===== src/rtl/keypad_scan_if.sv =====
// Keypad scanner signal bundle: row drive and column sense toward the pad ring,
// accepted keycode and newkey pulse toward the lock-compare stage.
interface keypad_scan_if;
    logic [3:0] col;
    logic [3:0] row;
    logic [4:0] keycode;
    logic       newkey;

    modport master (
        input  col,
        output row,
        output keycode,
        output newkey
    );

    modport slave (
        output col,
        input  row,
        input  keycode,
        input  newkey
    );
endinterface


===== src/rtl/keypad_scan.sv =====
// 4x4 keypad row scanner with press/release debounce and a one-cycle newkey strobe.
// Optional auto-repeat while a key is held: define KEYPAD_REPEAT_EN.
module keypad_scan #(
    parameter int unsigned SCAN_DIV = 4,
    parameter int unsigned DEBOUNCE = 8,
    parameter int unsigned REPEAT   = 64
) (
    input  logic          clk5,
    input  logic          reset,
    keypad_scan_if.master kp
);

    if (SCAN_DIV < 2 || SCAN_DIV > 255 || DEBOUNCE < 1 || DEBOUNCE > 255 ||
        REPEAT < 2 || REPEAT > 1023) begin : g_param_check
        $error("keypad_scan: parameter out of range");
    end

    localparam logic [7:0] DivLast = 8'(SCAN_DIV - 1);
    localparam logic [7:0] DebLim  = 8'(DEBOUNCE);

    typedef enum logic [1:0] {StScan, StDebounce, StPressed, StRelease} state_e;

    state_e     state_q;
    logic [1:0] r_q;
    logic [1:0] c_q;
    logic [7:0] div_q;
    logic [7:0] cnt_q;
    logic [3:0] row_q;
    logic [4:0] keycode_q;
    logic       newkey_q;

`ifdef KEYPAD_REPEAT_EN
    localparam logic [9:0] RepLast = 10'(REPEAT - 1);
    logic [9:0] rep_q;
`endif

    logic [3:0] col_low;
    logic       one_low;
    logic [1:0] low_idx;
    logic [3:0] cap_pat;

    function automatic logic [3:0] row_drive(input logic [1:0] idx);
        return ~(4'b0001 << idx);
    endfunction

    // A press is only a candidate when exactly one column line is pulled low.
    always_comb begin
        col_low = ~kp.col;
        one_low = (col_low != 4'b0000) && ((col_low & (col_low - 4'd1)) == 4'b0000);
        case (col_low)
            4'b0010: low_idx = 2'd1;
            4'b0100: low_idx = 2'd2;
            4'b1000: low_idx = 2'd3;
            default: low_idx = 2'd0;
        endcase
        cap_pat = ~(4'b0001 << c_q);
    end

    always_ff @(posedge clk5) begin
        if (!reset) begin
            state_q   <= StScan;
            r_q       <= 2'd0;
            c_q       <= 2'd0;
            div_q     <= 8'd0;
            cnt_q     <= 8'd0;
            row_q     <= 4'b1110;
            keycode_q <= 5'b00000;
            newkey_q  <= 1'b0;
`ifdef KEYPAD_REPEAT_EN
            rep_q     <= 10'd0;
`endif
        end else begin
            newkey_q <= 1'b0;
            unique case (state_q)
                StScan: begin
                    if (div_q == DivLast) begin
                        div_q <= 8'd0;
                        if (one_low) begin
                            state_q <= StDebounce;
                            c_q     <= low_idx;
                            cnt_q   <= 8'd0;
                        end else begin
                            r_q   <= r_q + 2'd1;
                            row_q <= row_drive(r_q + 2'd1);
                        end
                    end else begin
                        div_q <= div_q + 8'd1;
                    end
                end
                StDebounce: begin
                    if (kp.col != cap_pat) begin
                        state_q <= StScan;
                        r_q     <= r_q + 2'd1;
                        row_q   <= row_drive(r_q + 2'd1);
                        div_q   <= 8'd0;
                    end else if (cnt_q == DebLim) begin
                        state_q   <= StPressed;
                        keycode_q <= {1'b1, r_q, c_q};
                        newkey_q  <= 1'b1;
`ifdef KEYPAD_REPEAT_EN
                        rep_q     <= 10'd0;
`endif
                    end else begin
                        cnt_q <= cnt_q + 8'd1;
                    end
                end
                StPressed: begin
                    if (kp.col == 4'b1111) begin
                        state_q <= StRelease;
                        cnt_q   <= 8'd0;
                    end
`ifdef KEYPAD_REPEAT_EN
                    else if (rep_q == RepLast) begin
                        rep_q    <= 10'd0;
                        newkey_q <= 1'b1;
                    end else begin
                        rep_q <= rep_q + 10'd1;
                    end
`endif
                end
                StRelease: begin
                    // Any low column is release bounce: fall back to held, silently.
                    if (kp.col != 4'b1111) begin
                        state_q <= StPressed;
`ifdef KEYPAD_REPEAT_EN
                        rep_q   <= 10'd0;
`endif
                    end else if (cnt_q == DebLim) begin
                        state_q <= StScan;
                        r_q     <= 2'd0;
                        row_q   <= 4'b1110;
                        div_q   <= 8'd0;
                    end else begin
                        cnt_q <= cnt_q + 8'd1;
                    end
                end
            endcase
        end
    end

    assign kp.row     = row_q;
    assign kp.keycode = keycode_q;
    assign kp.newkey  = newkey_q;

endmodule


===== src/flat_wrapper.sv =====
// flat-port wrapper written by rule: the top's interface ports become plain ports
module keypad_scan_flat 
#(
    parameter int unsigned SCAN_DIV = 4,
    parameter int unsigned DEBOUNCE = 8,
    parameter int unsigned REPEAT   = 64
)
  (clk5, reset, kp_col, kp_row, kp_keycode, kp_newkey);
  keypad_scan_if kp_i ();
  input  logic clk5;
  input  logic reset;
  input wire logic [$bits(kp_i.col)-1:0] kp_col;
  output wire logic [$bits(kp_i.row)-1:0] kp_row;
  output wire logic [$bits(kp_i.keycode)-1:0] kp_keycode;
  output wire logic [$bits(kp_i.newkey)-1:0] kp_newkey;
  assign kp_i.col = kp_col;
  assign kp_row = kp_i.row;
  assign kp_keycode = kp_i.keycode;
  assign kp_newkey = kp_i.newkey;
  keypad_scan #(.SCAN_DIV(SCAN_DIV), .DEBOUNCE(DEBOUNCE), .REPEAT(REPEAT)) u_core (.clk5(clk5), .reset(reset), .kp(kp_i));
endmodule

===== config.mk =====
export PLATFORM = sky130hd
export DESIGN_NAME = keypad_scan_flat
export DESIGN_NICKNAME = d
export VERILOG_FILES = /design/src/rtl/keypad_scan_if.sv /design/src/rtl/keypad_scan.sv /design/src/flat_wrapper.sv
export SDC_FILE = /design/constraint.sdc
export NUM_CORES = 1
export LEC_CHECK = 0
export CORE_MARGIN = 10
export CORE_UTILIZATION = 55
export DETAILED_ROUTE_END_ITERATION = 12
export GPL_TIMING_DRIVEN = 0
export MAX_ROUTING_LAYER = met4
export PLACE_DENSITY_LB_ADDON = 0.3
export SLEW_MARGIN = 20
export SYNTH_ARGS = -nofsm -noshare
export SYNTH_HDL_FRONTEND = slang
export SYNTH_SLANG_ARGS = --single-unit
export TNS_END_PERCENT = 5

===== constraint.sdc =====
create_clock -name clk5 -period 3.6 [get_ports clk5]
set_input_delay 0.72 -clock clk5 [delete_from_list [all_inputs] [get_ports clk5]]
set_output_delay 0.72 -clock clk5 [all_outputs]
set_load 0.01 [all_outputs]

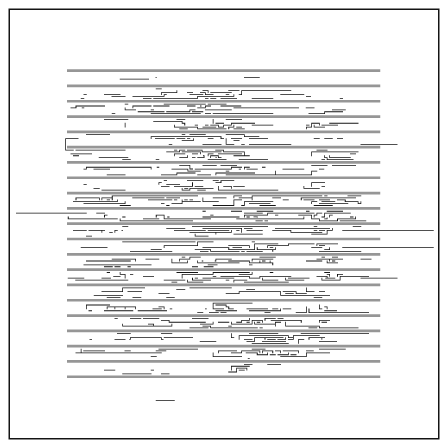
Fig. 1. Met1 routing (run 1).
Supply wires on this layer in gray.
share of all routed wire = 44%
nets with wire on the layer = 204
main direction = horizontal
met1 usage in global routing: 15.0%
via count: 1494
Total Wirelength: 3740 µm

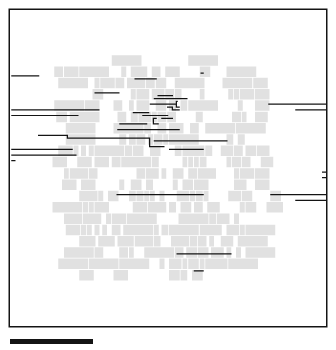
Fig. 2. The metal 3 layer (run 1).
The bar under the picture is 20 µm long.
longest straight run = 20.9 µm
nets with wire on the layer = 24
share of all routed wire = 7.5%
GRT met3 Usage: 6.13%

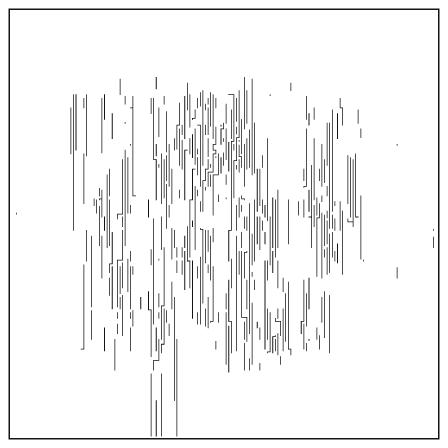
Fig. 3. M2 wires (run 1).
nets with wire on the layer = 188
longest straight run = 24.1 µm
wire length on this layer = 1730 µm
met2 routing resource usage after global routing: 20.7%

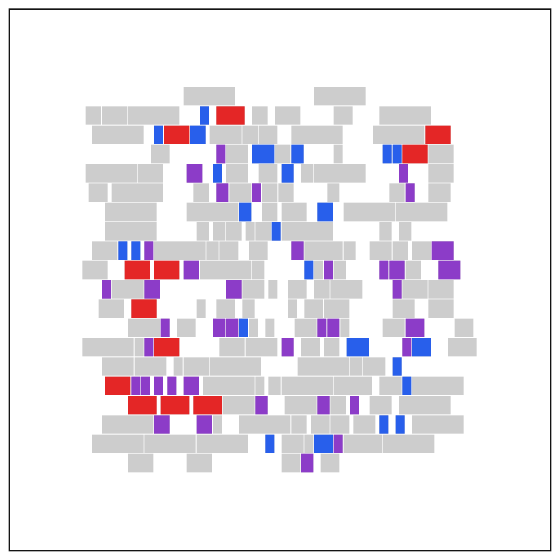
Fig. 4. Selected gate families (run 1).
nand cells -> purple  # cells 39, most used nand2_1
nor cells -> blue  # cells 24, most used nor2_1
mux cells -> red  # cells 12, most used mux2i_1
most numerous logic cell after layout: sky130_fd_sc_hd__dfxtp_1
Comb/total area: 52.1%
Non-Filler Instances: 257

==> deck_impl_summary.md, run 1 <==
Run Summary

Critical path
  – Depth of the most critical reg-to-reg path: 9
  – Worst EP arrival: 2.90 ns
  – Startpoint of the worst register-to-register path: u_core.cnt_q[0]
  – Maximum net fanout on the critical path: 7
  – Critical Path Sink: u_core.cnt_q[0]
  – Kind of critical path: input port to flip-flop
  – Endpoint of the most critical register-to-register path: u_core.kp.row[3]
  – Library cell contributing the largest single delay on the critical path: sky130_fd_sc_hd__clkdlybuf4s50_1
  – Critical path required time: 3.84 ns
  – Reg2Reg Setup Slack: 1.31 ns
  – Cell depth of the worst setup path: 7
  – Critical path launch point type: input port

Timing
  – Setup TNS: 0 ns
  – Minimum clock period after layout: 2.66 ns
  – Total of endpoints with negative setup slack in the final report: 0
  – Final hold slack: 0.486 ns
  – Least setup slack across all paths after layout: 0.944 ns
  – Worst clock skew: 0.00830 ns
  – Final worst path period share: 73.8%
  – Setup repair after global routing missed its margin: no

Clock tree
  – Post-CTS repair timing setup buffer count: 0
  – # H-tree levels: 2
  – Clock tree from TritonCTS: done
  – Count of hold buffers inserted by post-cts repair: 0
  – Clock sink total: 32
  – Post-cts resize count: 0
  – Number of clock buffers inserted by TritonCTS: 5

Layout
  – Count of nets after finishing: 226
  – N_diodes: 0
  – Combinational Area: 1010 µm²
  – Share of cells above drive strength 1: 9.39%
  – Most frequent logic cells in the routed design: sky130_fd_sc_hd__dfxtp_1 (32), sky130_fd_sc_hd__nand2_1 (19), sky130_fd_sc_hd__nor2_1 (15)
  – Area of all sequential standard cells: 641 µm²

Pwr
  – Maximum resistive drop on vdd: 0.194 mV
  – Power drawn by the combinational cells: 0.0684 mW
  – Internal: 0.463 mW
  – Leakage Power: 0.703 nW
  – Sequential power share: 58.8%
  – Switching part of the total: 26.1%
  – Cell Pwr Density: 321 nW/µm²
  – Portion of total power attributed to combinational logic: 10.9%

GRT
  – Via count of the first global-routing pass: 1474
  – Most crowded layer after global routing: met2
  – Gr usage total: 13.6%
  – Wire length of the first global-routing pass: 6510 µm
  – Initial antenna violation count: 0
  – Maximum number of pins on one net before global-route repair: 11

Logic synthesis
  – Async S/R FF share, synth: 0%
  – Count of instantiated cells in the yosys netlist: 194
  – Tally of unique sky130hd cells used after synthesis: 50
  – Dominant cell area share: 37.1%
  – Sequential element share of the synthesized area: 37.1%
  – Warning count from the yosys run: 0
  – Library cell occupying the most area in the post-synthesis netlist: sky130_fd_sc_hd__dfxtp_1
  – Predominant post-synthesis flop cell: sky130_fd_sc_hd__dfxtp_1

Flow run
  – Tool warnings: 30

Place
  – Placed cell areas: 1900 µm²
  – Placed cells: 250
  – Port Buffers: 12

Detailed routing
  – Met3 routed WL: 280 µm
  – Vias per cell: 5.81
  – First drt pass iteration count: 4
  – Drc violations: 0
  – Post-Route M1 WL: 1630 µm
  – DR WL met2: 1730 µm
  – Routed length per instance: 14.5 µm

Floorplanning
  – Core box area: 3030 µm²
  – Share of the core filled by cells before placement: 57.1%
  – Die height: 76.1 µm
  – Num ports: 16
  – Die Wd: 76.1 µm

Hold path
  – Tightest Hold Check Type: flip-flop to flip-flop
  – Worst hold path startpoint: u_core.kp.keycode[4]

Status
  – Run status: complete, no violations
## run 1: cell usage after synthesis, types with 5 or more instances
library cell / number
sky130_fd_sc_hd__dfxtp_1: 32
sky130_fd_sc_hd__nand2_1: 19
sky130_fd_sc_hd__nor2_1: 15
sky130_fd_sc_hd__nand3_1: 9
sky130_fd_sc_hd__inv_1: 8
sky130_fd_sc_hd__mux2i_1: 8
sky130_fd_sc_hd__a21oi_1: 7
sky130_fd_sc_hd__ha_1: 7
sky130_fd_sc_hd__xnor2_1: 7
sky130_fd_sc_hd__and3_1: 5
sky130_fd_sc_hd__clkbuf_1: 5
sky130_fd_sc_hd__nand2b_1: 5
## run 1: kinds of logic after synthesis
group                    share of synthesized area, %
AND/OR/NAND/NOR                                  23.5
XOR/XNOR                                         3.55
AND-OR/OR-AND                                    19.3
buffers and inverters                            4.20
flip-flops                                       37.1
multiplexers                                     7.24
adder cells (fa/ha/maj)                          5.07
## run 1: worst min path at each step
stage	to	slack (ns)	cells after the start
2_1_floorplan	u_core.div_q[7]	0.43	1
3_3_place_gp	u_core.kp.row[0]	0.45	2
3_5_place_dp	u_core.kp.keycode[4]	0.47	1
4_1_cts	u_core.kp.keycode[4]	0.49	1
5_1_grt	u_core.kp.keycode[4]	0.51	1
6_report	u_core.kp.keycode[4]	0.49	1
## run 1: layout make-up
cell class | count | share of cell area (%)
buffer | 8 | 2.18
clock buffer | 6 | 2.12
clock inverter | 1 | 0.257
inverter | 8 | 1.54
multi-input combinational | 146 | 52.1
sequential | 32 | 32.9
tap | 44 | 2.82
timing repair buffer | 12 | 6.16
## run 1: state kept, by name (all words and copies together) (netlist names)
name / count
u_core.cnt_q: 8
u_core.div_q: 8
u_core.kp.newkey: 1
u_core.kp.keycode: 5
u_core.c_q: 2
u_core.state_q: 2
u_core.kp.row: 4
u_core.r_q: 2
==> run 2: changes to the inputs <==
==> constraint.sdc (replaced) <==
create_clock -name clk5 -period 2.7 [get_ports clk5]
set_input_delay 0.54 -clock clk5 [delete_from_list [all_inputs] [get_ports clk5]]
set_output_delay 0.54 -clock clk5 [all_outputs]
set_load 0.01 [all_outputs]
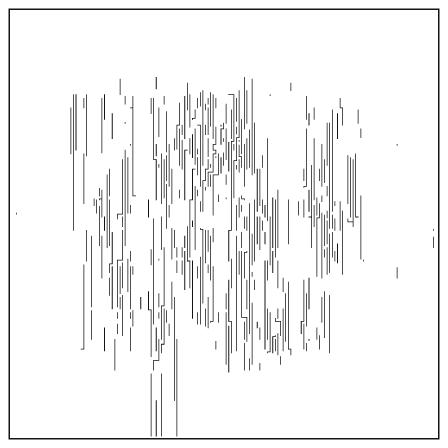
Fig. 5. M2 wires (run 2).

==> deck_impl_summary.md, run 2 <==
Run Summary

Status
  – Run status: complete, no violations (unchanged)

Critical path
  – Element type at the critical path end: flip-flop (unchanged)
  – Critical path required time: 2.94 ns (was 3.84 ns)
  – Critical Path Sink: u_core.cnt_q[0] (unchanged)
  – Endpoint of the most critical register-to-register path: u_core.kp.row[3] (unchanged)
  – Maximum net fanout on the critical path: 7 (unchanged)
  – Depth of the most critical reg-to-reg path: 9 (unchanged)
  – Kind of critical path: input port to flip-flop (unchanged)
  – Critical path launch point type: input port (unchanged)
  – Worst EP arrival: 2.72 ns (was 2.90 ns)
  – Reg2Reg Setup Slack: 0.41 ns (was 1.31 ns)
  – Library cell contributing the largest single delay on the critical path: sky130_fd_sc_hd__clkdlybuf4s50_1 (unchanged)
  – Cell depth of the worst setup path: 7 (unchanged)
  – Startpoint of the worst register-to-register path: u_core.cnt_q[0] (unchanged)
  – Buffering stage count on the worst path with inverters included: 1 (unchanged)

Clock tree
  – Post-cts resize count: 0 (unchanged)
  – Count of hold buffers inserted by post-cts repair: 0 (unchanged)
  – Post-CTS repair timing setup buffer count: 0 (unchanged)
  – Insertion Delay late pin: 0.35 ns (about the same)
  – Clock sink total: 32 (unchanged)
  – Clock transition at the register clock pins on the worst setup and hold paths after CTS: 0.09 ns (about the same)
  – # H-tree levels: 2 (unchanged)
  – Clock tree from TritonCTS: done (unchanged)
  – Number of clock buffers inserted by TritonCTS: 5 (unchanged)
  – CTS root buf: sky130_fd_sc_hd__clkbuf_4 (unchanged)

GRT
  – Gr usage total: 13.6% (unchanged)
  – Via count of the first global-routing pass: 1474 (unchanged)
  – Wire length of the first global-routing pass: 6510 µm (unchanged)
  – Initial antenna violation count: 0 (unchanged)
  – Maximum number of pins on one net before global-route repair: 11 (unchanged)
  – Overflow left after global routing: 0 (unchanged)

Timing
  – Final worst path period share: 91.7%
  – Worst clock skew: 0.00830 ns (unchanged)
  – Final Max Slew Viols: 0 (unchanged)
  – Final hold slack: 0.486 ns (unchanged)
  – Total of endpoints with negative setup slack in the final report: 0 (unchanged)
  – Setup repair after global routing missed its margin: no (unchanged)
  – Slew at the pin closest to its max-slew limit: 0.728 ns (unchanged)
  – Minimum clock period after layout: 2.48 ns
  – Least setup slack across all paths after layout: 0.224 ns (was 0.944 ns)
  – Fmax: 404 MHz

Layout
  – Number of buffers outside the clock class in the layout: 20 (unchanged)
  – Sequential share of cell area: 32.9% (unchanged)
  – Combinational Area: 1010 µm² (unchanged)
  – Most frequent logic cells in the routed design: sky130_fd_sc_hd__dfxtp_1 (32), sky130_fd_sc_hd__nand2_1 (19), sky130_fd_sc_hd__nor2_1 (15) (unchanged)
  – Count of nets after finishing: 226 (unchanged)
  – Largest area class, layout: multi-input combinational cells (unchanged)
  – Most numerous logic cell after layout: sky130_fd_sc_hd__dfxtp_1 (unchanged)
  – Number of combinational gates with multiple inputs: 146 (unchanged)
  – Seq cells: 32 (unchanged)
  – Clk cell area share: 2.37% (unchanged)
  – Area of all sequential standard cells: 641 µm² (unchanged)
  – Non-clock buffers, area share: 8.34% (unchanged)
  – Non-Filler Instances: 257 (unchanged)
  – Comb/total area: 52.1% (unchanged)
  – Clk_buf instances: 6 (unchanged)
  – N_diodes: 0 (unchanged)
  – Inverters, non-clock: 8 (unchanged)
  – Share of cells above drive strength 1: 9.39% (unchanged)

Floorplanning
  – Die Wd: 76.1 µm (unchanged)
  – Floorplan row count: 20 (unchanged)
  – Die height: 76.1 µm (unchanged)
  – Share of the core filled by cells before placement: 57.1% (unchanged)
  – Num ports: 16 (unchanged)
  – Number of well taps: 44 (unchanged)
  – Core box area: 3030 µm² (unchanged)

Detailed routing
  – Routed length per instance: 14.5 µm (unchanged)
  – Vias per cell: 5.81 (unchanged)
  – Total Wirelength: 3740 µm (unchanged)
  – Number of nets with antenna violations after detailed routing: 0 (unchanged)
  – Drc violations: 0 (unchanged)
  – Via count: 1494 (unchanged)
  – Iter 0 DRT Violations: 74 (unchanged)
  – First drt pass iteration count: 4 (unchanged)

Logic synthesis
  – Count of instantiated cells in the yosys netlist: 194 (unchanged)
  – Async S/R FF share, synth: 0% (unchanged)
  – Synth Instances: 194 (unchanged)
  – Commonest cells in the synthesized netlist: sky130_fd_sc_hd__dfxtp_1 (32), sky130_fd_sc_hd__nand2_1 (19), sky130_fd_sc_hd__nor2_1 (15), sky130_fd_sc_hd__nand3_1 (9) (unchanged)
  – Warning count from the yosys run: 0 (unchanged)
  – Post-synth design cell area: 1730 µm² (unchanged)
  – Post-synthesis cell type with the largest instance count: sky130_fd_sc_hd__dfxtp_1 (unchanged)
  – Library cell occupying the most area in the post-synthesis netlist: sky130_fd_sc_hd__dfxtp_1 (unchanged)
  – Number of enable-type register cells in the synthesized netlist: 0 (unchanged)
  – Top cells by area: sky130_fd_sc_hd__dfxtp_1 (37%), sky130_fd_sc_hd__ha_1 (5.1%), sky130_fd_sc_hd__mux2i_1 (4.6%) (unchanged)
  – Tally of unique sky130hd cells used after synthesis: 50 (unchanged)
  – Predominant post-synthesis flop cell: sky130_fd_sc_hd__dfxtp_1 (unchanged)
  – Total nets after synthesis: 207 (unchanged)
  – Dominant cell area share: 37.1% (unchanged)
  – Sequential element share of the synthesized area: 37.1% (unchanged)

Place
  – Port Buffers: 12 (unchanged)
  – DP Worst Slack: -0.125 ns (was 0.595 ns)
  – Placed cells: 250 (unchanged)
  – Global placement routability congestion: 0.912 (unchanged)
  – HPWL after detailed placement: 2750 µm (unchanged)

Hold path
  – Tightest Hold Check Type: flip-flop to flip-flop (unchanged)

Pwr
  – Maximum resistive drop on vdd: 0.259 mV (was 0.194 mV)
  – Cell Pwr Density: 429 nW/µm² (was 321 nW/µm²)
  – Leakage Power: 0.703 nW (unchanged)

Flow run
  – MaxCap Viol Count: 0 (unchanged)
  – Tool warnings: 30 (unchanged)
run 2: cell counts in the layout (fill, tap and decap cells not counted):
No cell type changed its count.
run 2: layer usage:
metal / GRT usage, % / share of wire, % / vias up
met4: 6.51 / 2.4 / 0
li1: - / - / 740
met2: 20.7 / 46 / 43
met3: 6.13 / 7.5 / 10
met1: 15.0 / 44 / 701
met5: - / 0 / -
run 2: power by group:
group	internal (mW)	switching (mW)	leakage [nW]
registers	0.483	0.00863	0.259
logic	0.0392	0.0519	0.417
clock network	0.0956	0.157	0.0281
total	0.617	0.218	0.703
run 2: kinds of logic (layout without fill, tap and decap cells):
group	Yosys count	in the layout	share of synthesized area (%)
multiplexers	12	12	7.24
adder cells (fa/ha/maj)	7	7	5.07
AND/OR/NAND/NOR	78	78	23.5
AND-OR/OR-AND	42	42	19.3
buffers and inverters	16	35	4.20
XOR/XNOR	7	7	3.55
flip-flops	32	32	37.1
run 2: through the flow:
step	setup TNS, ns	cell area [µm²]
after floorplan	0	1730
after global placement	-0.0417	1900
after detailed placement	-0.265	1900
after CTS	0	1950
after global routing	0	1950
final	0	1950
run 2: worst min-delay path by stage:
stage	from	endpoint	slack, ns	cells past startpoint
after global placement	u_core.kp.row[0]	u_core.kp.row[0]	0.45	2
after floorplan	u_core.div_q[7]	u_core.div_q[7]	0.43	1
after CTS	u_core.kp.keycode[4]	u_core.kp.keycode[4]	0.49	1
after detailed placement	u_core.kp.keycode[4]	u_core.kp.keycode[4]	0.47	1
final	u_core.kp.keycode[4]	u_core.kp.keycode[4]	0.49	1
after global routing	u_core.kp.keycode[4]	u_core.kp.keycode[4]	0.51	1
==> run 3: changes to the inputs <==
--- a/config.mk
+++ b/config.mk
@@ -5,6 +5,7 @@
 export SDC_FILE = /design/constraint.sdc
 export NUM_CORES = 1
 export LEC_CHECK = 0
+export ABC_AREA = 1
 export CORE_MARGIN = 10
 export CORE_UTILIZATION = 55
 export DETAILED_ROUTE_END_ITERATION = 12
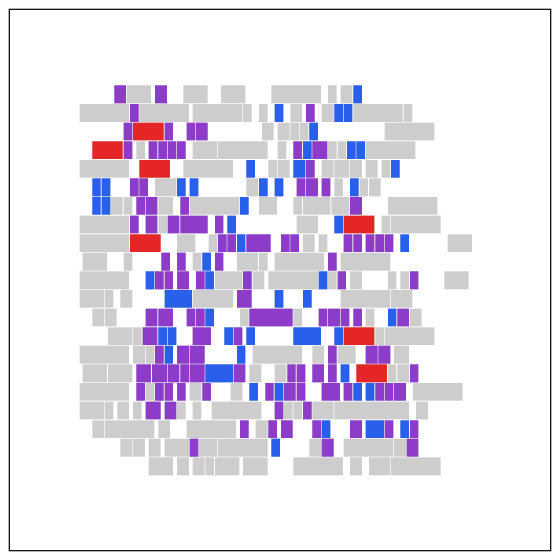
Fig. 6. Selected gate families (run 3).
Comb/total area: 49.8%
Non-Filler Instances: 361
most numerous logic cell after layout: sky130_fd_sc_hd__nand2_1

==> deck_impl_summary.md, run 3 <==
Run Summary

Layout
  – Most frequent logic cells in the routed design: sky130_fd_sc_hd__nand2_1 (70), sky130_fd_sc_hd__nor2_1 (47), sky130_fd_sc_hd__inv_1 (36) (was sky130_fd_sc_hd__dfxtp_1 (32), sky130_fd_sc_hd__nand2_1 (19), sky130_fd_sc_hd__nor2_1 (15))
  – Share of cells above drive strength 1: 9.84% (was 9.39%)
  – Combinational Area: 1090 µm² (was 1010 µm²)
  – Post-route cell area: 2200 µm² (was 1950 µm²)
  – Count of nets after finishing: 327 (was 226)
  – N_diodes: 0 (unchanged)

Logic synthesis
  – Sequential element share of the synthesized area: 33.5% (was 37.1%)
  – Total nets after synthesis: 305 (was 207)
  – Post-synthesis cell type with the largest instance count: sky130_fd_sc_hd__nand2_1 (was sky130_fd_sc_hd__dfxtp_1)
  – Number of enable-type register cells in the synthesized netlist: 0 (unchanged)
  – Commonest cells in the synthesized netlist: sky130_fd_sc_hd__nand2_1 (70), sky130_fd_sc_hd__nor2_1 (47), sky130_fd_sc_hd__inv_1 (36), sky130_fd_sc_hd__dfxtp_1 (32), sky130_fd_sc_hd__nand3_1 (25) (was sky130_fd_sc_hd__dfxtp_1 (32), sky130_fd_sc_hd__nand2_1 (19), sky130_fd_sc_hd__nor2_1 (15), sky130_fd_sc_hd__nand3_1 (9))
  – Warning count from the yosys run: 0 (unchanged)
  – Library cell occupying the most area in the post-synthesis netlist: sky130_fd_sc_hd__dfxtp_1 (unchanged)
  – Top cells by area: sky130_fd_sc_hd__dfxtp_1 (33%), sky130_fd_sc_hd__nand2_1 (14%), sky130_fd_sc_hd__nor2_1 (9.2%) (was sky130_fd_sc_hd__dfxtp_1 (37%), sky130_fd_sc_hd__ha_1 (5.1%), sky130_fd_sc_hd__mux2i_1 (4.6%))
  – Dominant cell area share: 33.5% (was 37.1%)
  – Async S/R FF share, synth: 0% (unchanged)
  – Post-synth design cell area: 1910 µm² (was 1730 µm²)
  – Synth Instances: 292 (was 194)

Status
  – Run status: complete, no violations (unchanged)

Timing
  – Final Max Slew Viols: 0 (unchanged)
  – Final worst path period share: 76.7% (was 91.7%)
  – Minimum clock period after layout: 2.07 ns (was 2.48 ns)
  – Setup repair after global routing missed its margin: no (unchanged)
  – Fmax: 483 MHz (was 404 MHz)

Clock tree
  – Clock tree from TritonCTS: done (unchanged)
  – CTS root buf: sky130_fd_sc_hd__clkbuf_4 (unchanged)
  – Post-cts resize count: 0 (unchanged)
  – Post-CTS repair timing setup buffer count: 0 (unchanged)
  – # H-tree levels: 2 (unchanged)
  – Clock sink total: 32 (unchanged)
  – Number of clock buffers inserted by TritonCTS: 5 (unchanged)

GRT
  – Wire length of the first global-routing pass: 7510 µm (was 6510 µm)
  – Via count of the first global-routing pass: 1802 (was 1474)
  – Maximum number of pins on one net before global-route repair: 11 (unchanged)

Pwr
  – Leakage Power: 0.910 nW (was 0.703 nW)
  – Maximum resistive drop on vdd: 0.556 mV (was 0.259 mV)
  – Cell Pwr Density: 795 nW/µm² (was 429 nW/µm²)

Floorplanning
  – Die Wd: 79.0 µm (was 76.1 µm)
  – Core box area: 3340 µm² (was 3030 µm²)
  – Floorplan row count: 21 (was 20)
  – Die height: 79.0 µm (was 76.1 µm)
  – Num ports: 16 (unchanged)
  – Share of the core filled by cells before placement: 57.3% (was 57.1%)

Critical path
  – Startpoint of the worst register-to-register path: u_core.cnt_q[0] (unchanged)
  – Critical path launch point type: input port (unchanged)
  – Element type at the critical path end: flip-flop (unchanged)
  – Kind of critical path: input port to flip-flop (unchanged)
  – Maximum net fanout on the critical path: 10 (was 7)
  – Library cell contributing the largest single delay on the critical path: sky130_fd_sc_hd__clkdlybuf4s50_1 (unchanged)
  – Depth of the most critical reg-to-reg path: 7 (was 9)
  – Reg2Reg Setup Slack: 0.94 ns (was 0.41 ns)
  – Worst EP arrival: 2.28 ns (was 2.72 ns)
  – Critical path required time: 2.91 ns (was 2.94 ns)

Flow run
  – Tool warnings: 30 (unchanged)
  – MaxCap Viol Count: 0 (unchanged)

Detailed routing
  – First drt pass iteration count: 4 (unchanged)
  – Via count: 1842 (was 1494)
  – Vias per cell: 5.10 (was 5.81)
  – Iter 0 DRT Violations: 142 (was 74)
  – Number of nets with antenna violations after detailed routing: 0 (unchanged)

Place
  – Port Buffers: 15 (was 12)
  – Placed cells: 353 (was 250)
  – HPWL after detailed placement: 3030 µm (was 2750 µm)
  – Global placement routability congestion: 0.845 (was 0.912)
  – Placed cell areas: 2120 µm² (was 1900 µm²)

Hold path
  – Endpoint with the worst hold slack: u_core.kp.keycode[0] (was u_core.kp.keycode[4])
-- run 3: report_power, final --
part / internal (mW) / total, mW / switching, mW / leakage [nW]
combinational: 0.296 / 0.781 / 0.486 / 0.608
clock: 0.194 / 0.354 / 0.160 / 0.0422
sequential: 0.544 / 0.611 / 0.0674 / 0.260
total: 1.03 / 1.75 / 0.713 / 0.910
-- run 3: worst max path at each step --
stage                     cells after the start      start                    to
after detailed placement                      9  kp_col[3]  u_core.kp.keycode[3]
after floorplan                               8  kp_col[1]  u_core.kp.keycode[0]
after global routing                          9  kp_col[1]  u_core.kp.keycode[3]
final                                         9  kp_col[3]  u_core.kp.keycode[3]
after CTS                                     9  kp_col[3]  u_core.kp.keycode[3]
after global placement                        9  kp_col[1]  u_core.kp.keycode[2]
-- run 3: critical path: cells and delay by family --
family / cells / cell delay (ns)
AND/OR/NAND/NOR: 5 / 0.79
AND-OR/OR-AND: 2 / 0.38
buffers and inverters: 2 / 0.57
-- run 3: cells by family (layout without fill, tap and decap cells) --
logic type	after synthesis	in the layout	share of synthesized area, %
AND/OR/NAND/NOR	163	163	38.3
buffers and inverters	44	67	9.35
XOR/XNOR	3	3	1.37
AND-OR/OR-AND	43	43	12.9
flip-flops	32	32	33.5
adder cells (fa/ha/maj)	7	7	4.58
-- run 3: per-layer routing --
metal	vias to the layer above	global-route usage, %	part of all wire (%)
li1	971	-	-
met1	832	16.1	46
met2	33	25.3	49
met3	6	3.83	4.1
met4	0	4.30	1.2
met5	-	-	0
-- run 3: layout make-up --
cell class | count | area share (%)
plain buffers | 5 | 1.25
repair buffers | 15 | 6.83
multi-input cells | 216 | 49.8
clock buffers | 6 | 1.88
inverters | 39 | 6.89
well taps | 46 | 2.62
flip-flops and latches | 32 | 29.2
clock inverters | 2 | 1.59
No activity file was given, so power comes from the tool's default toggle rates.
